Figure 1. Selected gate families.
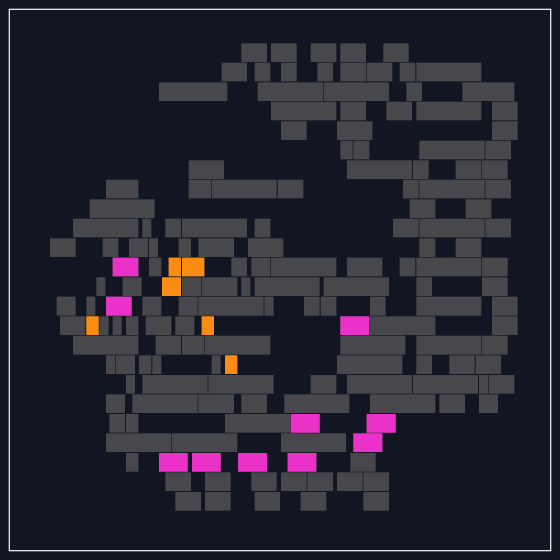
Figure 2. Clock wires, drivers and flops.
The bar under the picture is 20 um long.
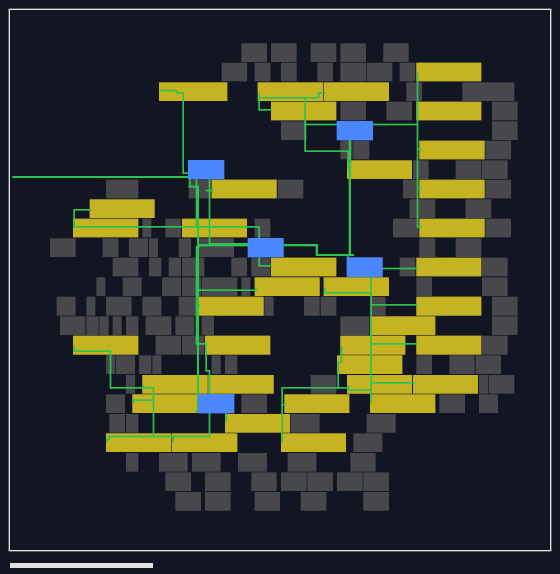
Figure 3. Metal layers overlaid.
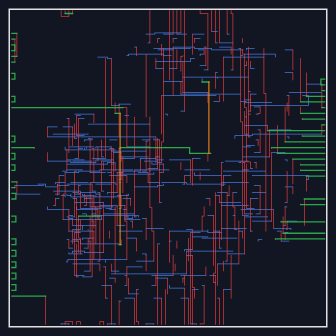
Figure 4. Clock nets.
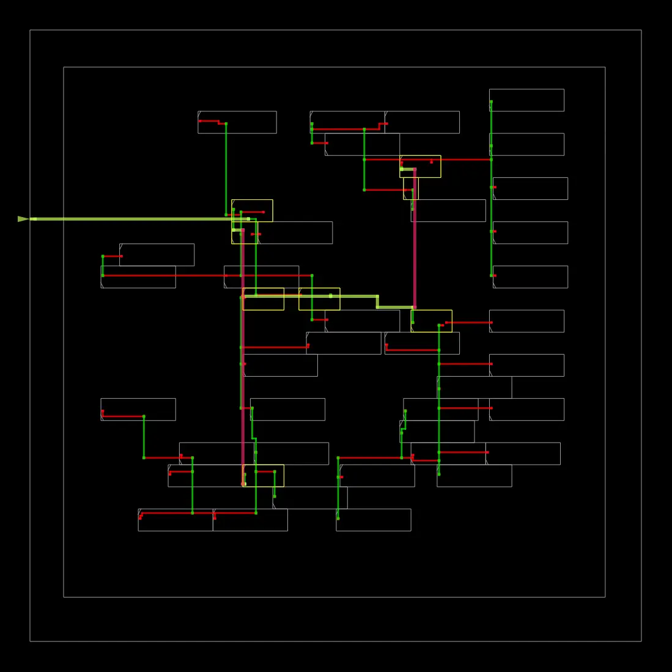
## config.mk

```make
export PLATFORM = sky130hd
export DESIGN_NAME = fir_stream_ctrl
export DESIGN_NICKNAME = d
export VERILOG_FILES = /design/src/rtl/fir_pkg.sv /design/src/rtl/fir_valid_pipe.sv /design/src/rtl/fir_stream_ctrl.sv
export SDC_FILE = /design/constraint.sdc
export NUM_CORES = 1
export LEC_CHECK = 0
export CAP_MARGIN = 20
export CORE_MARGIN = 4
export CORE_UTILIZATION = 36
export DETAILED_ROUTE_END_ITERATION = 8
export PLACE_DENSITY = 0.82
export SLEW_MARGIN = 40
export SYNTH_ARGS = -nofsm -noshare
export SYNTH_HDL_FRONTEND = slang
export SYNTH_SLANG_ARGS = --single-unit
export TNS_END_PERCENT = 1
```

## constraint.sdc

```tcl
create_clock -name clk -period 2 [get_ports clk]
set_clock_uncertainty 0.05 [all_clocks]
set_input_delay 0.2 -clock clk [delete_from_list [all_inputs] [get_ports clk]]
set_output_delay 0.2 -clock clk [all_outputs]
set_load 0.05 [all_outputs]
```

## src/rtl/fir_pkg.sv

```systemverilog
`default_nettype none
// ============================================================================
//  Module      : fir_pkg
//  Description : Shared types and constants for the FIR stream sequencer.
//                Holds the controller state encoding, the default widths
//                and the helper that derives the FIR result width from the
//                sample and coefficient widths.
//  Revision    : 1.0 - initial release
// ============================================================================
package fir_pkg;

   localparam int FIR_COEFF_NUM   = 6;
   localparam int FIR_COEFF_WIDTH = 8;
   localparam int FIR_DATA_WIDTH  = 12;
   localparam int FIR_PIPE_LAT    = 4;

   // Result width of the symmetric FIR:
   // pre-adder (+1), multiplier (+COEFF+1), final add (+1), tap accumulation (+2).
   function automatic int fir_out_width(input int data_w, input int coeff_w);
      return (data_w + 1) + (coeff_w + 1) + 1 + 2;
   endfunction

   localparam int FIR_OUTPUT_WIDTH = fir_out_width(FIR_DATA_WIDTH, FIR_COEFF_WIDTH);

   typedef enum logic [2:0] {
      IDLE  = 3'd0,
      DRAIN = 3'd1,
      CLEAR = 3'd2,
      LOAD  = 3'd3,
      RUN   = 3'd4
   } fir_state_t;

endpackage
`default_nettype wire

```

## src/rtl/fir_valid_pipe.sv

```systemverilog
`default_nettype none
// ============================================================================
//  Module      : fir_valid_pipe
//  Description : DEPTH-deep single-bit shift register that tracks which FIR
//                pipeline slots carry a real sample. A synchronous flush
//                empties every stage at once.
//  Ports       : clk   - system clock, rising edge
//                clr   - asynchronous active-high reset
//                flush - synchronous clear of all stages
//                din   - bit shifted into stage 0
//                dout  - last stage (stage DEPTH-1)
//  Revision    : 1.0 - initial release
// ============================================================================
module fir_valid_pipe #(
   parameter int DEPTH = 4
) (
   input  logic clk,
   input  logic clr,
   input  logic flush,
   input  logic din,
   output logic dout
);

   logic [DEPTH-1:0] vld_q;
   logic [DEPTH-1:0] vld_d;

   // A single-stage pipe has no lower slice to shift from.
   generate
      if (DEPTH == 1) begin : g_single
         always_comb begin
            vld_d = flush ? 1'b0 : din;
         end
      end else begin : g_shift
         always_comb begin
            vld_d = flush ? '0 : {vld_q[DEPTH-2:0], din};
         end
      end
   endgenerate

   always_ff @(posedge clk or posedge clr) begin
      if (clr) begin
         vld_q <= '0;
      end else begin
         vld_q <= vld_d;
      end
   end

   assign dout = vld_q[DEPTH-1];

endmodule
`default_nettype wire

```

## src/rtl/fir_stream_ctrl.sv

```systemverilog
`default_nettype none
// ============================================================================
//  Module      : fir_stream_ctrl
//  Description : Sequencer in front of the symmetric FIR datapath. Loads a
//                coefficient set over a valid/ready stream, feeds samples to
//                the FIR (zero bubbles when no sample), flags results with a
//                valid aligned to the FIR latency, and on reconfiguration
//                drains, clears and reloads the filter.
//  Ports       : clk, clr              - clock / async active-high reset
//                cfg_start             - request to (re)load coefficients
//                cfg_valid/ready/data  - coefficient stream
//                s_valid/ready/data    - sample stream
//                fir_clr/load/coeff/data - controls and operands to the FIR
//                fir_result            - FIR output
//                m_valid/m_data        - flagged result stream
//                busy                  - not in RUN or IDLE
//                coeff_ok              - full coefficient set loaded
//  Revision    : 1.0 - initial release
// ============================================================================
module fir_stream_ctrl
   import fir_pkg::*;
#(
   parameter int COEFF_NUM    = FIR_COEFF_NUM,
   parameter int COEFF_WIDTH  = FIR_COEFF_WIDTH,
   parameter int DATA_WIDTH   = FIR_DATA_WIDTH,
   parameter int OUTPUT_WIDTH = FIR_OUTPUT_WIDTH,
   parameter int PIPE_LAT     = FIR_PIPE_LAT
) (
   input  logic                    clk,
   input  logic                    clr,
   input  logic                    cfg_start,
   input  logic                    cfg_valid,
   output logic                    cfg_ready,
   input  logic [COEFF_WIDTH-1:0]  cfg_data,
   input  logic                    s_valid,
   output logic                    s_ready,
   input  logic [DATA_WIDTH-1:0]   s_data,
   output logic                    fir_clr,
   output logic                    fir_load,
   output logic [COEFF_WIDTH-1:0]  fir_coeff,
   output logic [DATA_WIDTH-1:0]   fir_data,
   input  logic [OUTPUT_WIDTH-1:0] fir_result,
   output logic                    m_valid,
   output logic [OUTPUT_WIDTH-1:0] m_data,
   output logic                    busy,
   output logic                    coeff_ok
);

   localparam int CNT_W = (COEFF_NUM > 1) ? $clog2(COEFF_NUM) : 1;
   localparam int DRN_W = (PIPE_LAT > 1) ? $clog2(PIPE_LAT) : 1;
   localparam logic [CNT_W-1:0] C_COEFF_LAST = CNT_W'(COEFF_NUM - 1);
   localparam logic [DRN_W-1:0] C_DRAIN_LAST = DRN_W'(PIPE_LAT - 1);

   fir_state_t              state_q, state_d;
   logic [CNT_W-1:0]        coeff_cnt_q, coeff_cnt_d;
   logic [DRN_W-1:0]        drain_cnt_q, drain_cnt_d;
   logic                    fir_clr_q, fir_clr_d;
   logic                    fir_load_q, fir_load_d;
   logic [COEFF_WIDTH-1:0]  fir_coeff_q, fir_coeff_d;
   logic [DATA_WIDTH-1:0]   fir_data_q, fir_data_d;
   logic                    m_valid_q, m_valid_d;
   logic                    coeff_ok_q, coeff_ok_d;
   logic                    busy_q, busy_d;

   logic                    w_cfg_fire;
   logic                    w_vld_in;
   logic                    w_vld_flush;
   logic                    w_vld_last;

   // Handshake readiness depends only on the current state.
   assign cfg_ready  = (state_q == LOAD);
   assign s_ready    = (state_q == RUN);
   assign w_cfg_fire = cfg_valid && (state_q == LOAD);

   // ------------------------------------------------------------------
   // State register and all registered outputs
   // ------------------------------------------------------------------
   always_ff @(posedge clk or posedge clr) begin
      if (clr) begin
         state_q     <= IDLE;
         coeff_cnt_q <= '0;
         drain_cnt_q <= '0;
         fir_clr_q   <= 1'b1;
         fir_load_q  <= 1'b0;
         fir_coeff_q <= '0;
         fir_data_q  <= '0;
         m_valid_q   <= 1'b0;
         coeff_ok_q  <= 1'b0;
         busy_q      <= 1'b0;
      end else begin
         state_q     <= state_d;
         coeff_cnt_q <= coeff_cnt_d;
         drain_cnt_q <= drain_cnt_d;
         fir_clr_q   <= fir_clr_d;
         fir_load_q  <= fir_load_d;
         fir_coeff_q <= fir_coeff_d;
         fir_data_q  <= fir_data_d;
         m_valid_q   <= m_valid_d;
         coeff_ok_q  <= coeff_ok_d;
         busy_q      <= busy_d;
      end
   end

   // ------------------------------------------------------------------
   // Next-state logic
   // ------------------------------------------------------------------
   always_comb begin
      state_d = state_q;
      case (state_q)
         IDLE:    if (cfg_start) state_d = CLEAR;
         RUN:     if (cfg_start) state_d = DRAIN;
         DRAIN:   if (drain_cnt_q == C_DRAIN_LAST) state_d = CLEAR;
         CLEAR:   state_d = LOAD;
         LOAD:    if (w_cfg_fire && (coeff_cnt_q == C_COEFF_LAST)) state_d = RUN;
         default: state_d = IDLE;
      endcase
   end

   // ------------------------------------------------------------------
   // Output / datapath next values
   // ------------------------------------------------------------------
   always_comb begin
      coeff_cnt_d = coeff_cnt_q;
      drain_cnt_d = '0;
      fir_load_d  = 1'b0;
      fir_coeff_d = fir_coeff_q;
      fir_data_d  = '0;
      coeff_ok_d  = coeff_ok_q;
      w_vld_in    = 1'b0;
      w_vld_flush = 1'b0;

      case (state_q)
         RUN: begin
            // Bubbles feed zeros so the FIR sees a clean stream.
            fir_data_d = s_valid ? s_data : '0;
            w_vld_in   = s_valid;
         end
         DRAIN: begin
            drain_cnt_d = (drain_cnt_q == C_DRAIN_LAST) ? '0 : drain_cnt_q + 1'b1;
         end
         CLEAR: begin
            w_vld_flush = 1'b1;
            coeff_ok_d  = 1'b0;
            coeff_cnt_d = '0;
         end
         LOAD: begin
            if (w_cfg_fire) begin
               fir_coeff_d = cfg_data;
               fir_load_d  = 1'b1;
               if (coeff_cnt_q == C_COEFF_LAST) begin
                  coeff_cnt_d = '0;
                  coeff_ok_d  = 1'b1;
               end else begin
                  coeff_cnt_d = coeff_cnt_q + 1'b1;
               end
            end
         end
         default: begin
         end
      endcase

      // Registered state decodes look at the upcoming state so they line
      // up with the cycle that state is actually occupied.
      fir_clr_d = (state_d == CLEAR);
      busy_d    = (state_d != RUN) && (state_d != IDLE);
      // One extra register behind the PIPE_LAT-deep tracker matches the
      // registered fir_data hop, giving exactly PIPE_LAT cycles of latency.
      m_valid_d = w_vld_last;
   end

   fir_valid_pipe #(
      .DEPTH (PIPE_LAT)
   ) u_vld (
      .clk   (clk),
      .clr   (clr),
      .flush (w_vld_flush),
      .din   (w_vld_in),
      .dout  (w_vld_last)
   );

   assign fir_clr   = fir_clr_q;
   assign fir_load  = fir_load_q;
   assign fir_coeff = fir_coeff_q;
   assign fir_data  = fir_data_q;
   assign m_valid   = m_valid_q;
   assign m_data    = fir_result;
   assign busy      = busy_q;
   assign coeff_ok  = coeff_ok_q;

endmodule
`default_nettype wire

```

==> results.py <==
# Physical implementation metrics
metrics = {
    "final_timing": {
        "slew_headroom_pct": 65.0,
        "tightestPinTransition_ps": 523,
        "hold_ws_ps": 272,
        "setup_slack_ps": 133,
    },
    "synthesis": {
        "synth_top_area_share_pct": 55.3,
        "netlist_instances": 138,
    },
    "place": {
        "placed_cells": 210,
        "gp_congestion": 0.712,
    },
    "cells_and_area": {
        "n_all_buffers": 53,
        "fillers": 391,
    },
    "detailed_routing": {
        "met3WireLength_um": 261,
        "first_iter_violations": 43,
        "dr.pass1.iters": 4,
    },
    "power_and_ir_drop": {
        "switching_power_mw": 1.13,
    },
    "worst_setup_path": {
        "cp_top_family": "simple AND/OR/NAND/NOR gates",
        "cp.required_ps": 1750,
        "crit-reg2reg-capture": "fir_coeff[1]$_DFFE_PP0P_",
    },
    "clock_tree": {
        "htree_levels": 2,
    },
    "floorplan": {
        "taps": 52,
        "core_um2": 4350,
    },
    "status": {
        "status": "completed",
    },
}
Notes on Figure 1 above:
[aoi and oai cells] orange | cells: 6
[mux cells] magenta | cells: 10 | where: bottom center

Notes on Figure 2 above:
[clock-net drivers] blue | count: 5
[clock wires] green | length: 421 um
[flip-flops] yellow | count: 37
routed clock nets: 6
clock network power share: 19.2%
clock-net power: 0.538 mW

Notes on Figure 3 above:
[M1] blue | wire length: 1080 um
[M2] red | wire length: 1510 um
[M4] orange | wire length: 48.3 um
[M3] green | wire length: 261 um
DR WL/cell: 13.3 um
via count: 1032
GRT Total Usage: 10.8%
Total Routed Length: 2910 um

Notes on Figure 4 above:
count of clock tree sinks: 37
CTS buffer count: 5
clk ins delay skew pair: 290 ps

how the worst max path moves through the flow:
stage	startpoint	end	slack, ps	cells after the start
CTS	state_q[0]$_DFF_PP0_	s_ready	140	3
global placement	cfg_valid	fir_coeff[3]$_DFFE_PP0P_	240	3
floorplan	state_q[0]$_DFF_PP0_	cfg_ready	300	4
detailed placement	cfg_valid	fir_coeff[1]$_DFFE_PP0P_	200	3
global route	state_q[0]$_DFF_PP0_	s_ready	40	3
finish	state_q[0]$_DFF_PP0_	s_ready	130	3
layer usage:
| metal | GRT usage, % | up-vias |
|---|---|---|
| met2 | 18.2 | 39 |
| met1 | 12.3 | 495 |
| met3 | 3.56 | 5 |
| met5 | 0 | - |
| met4 | 5.44 | 0 |
| li1 | - | 493 |
Power is estimated from default activity; no workload was simulated.
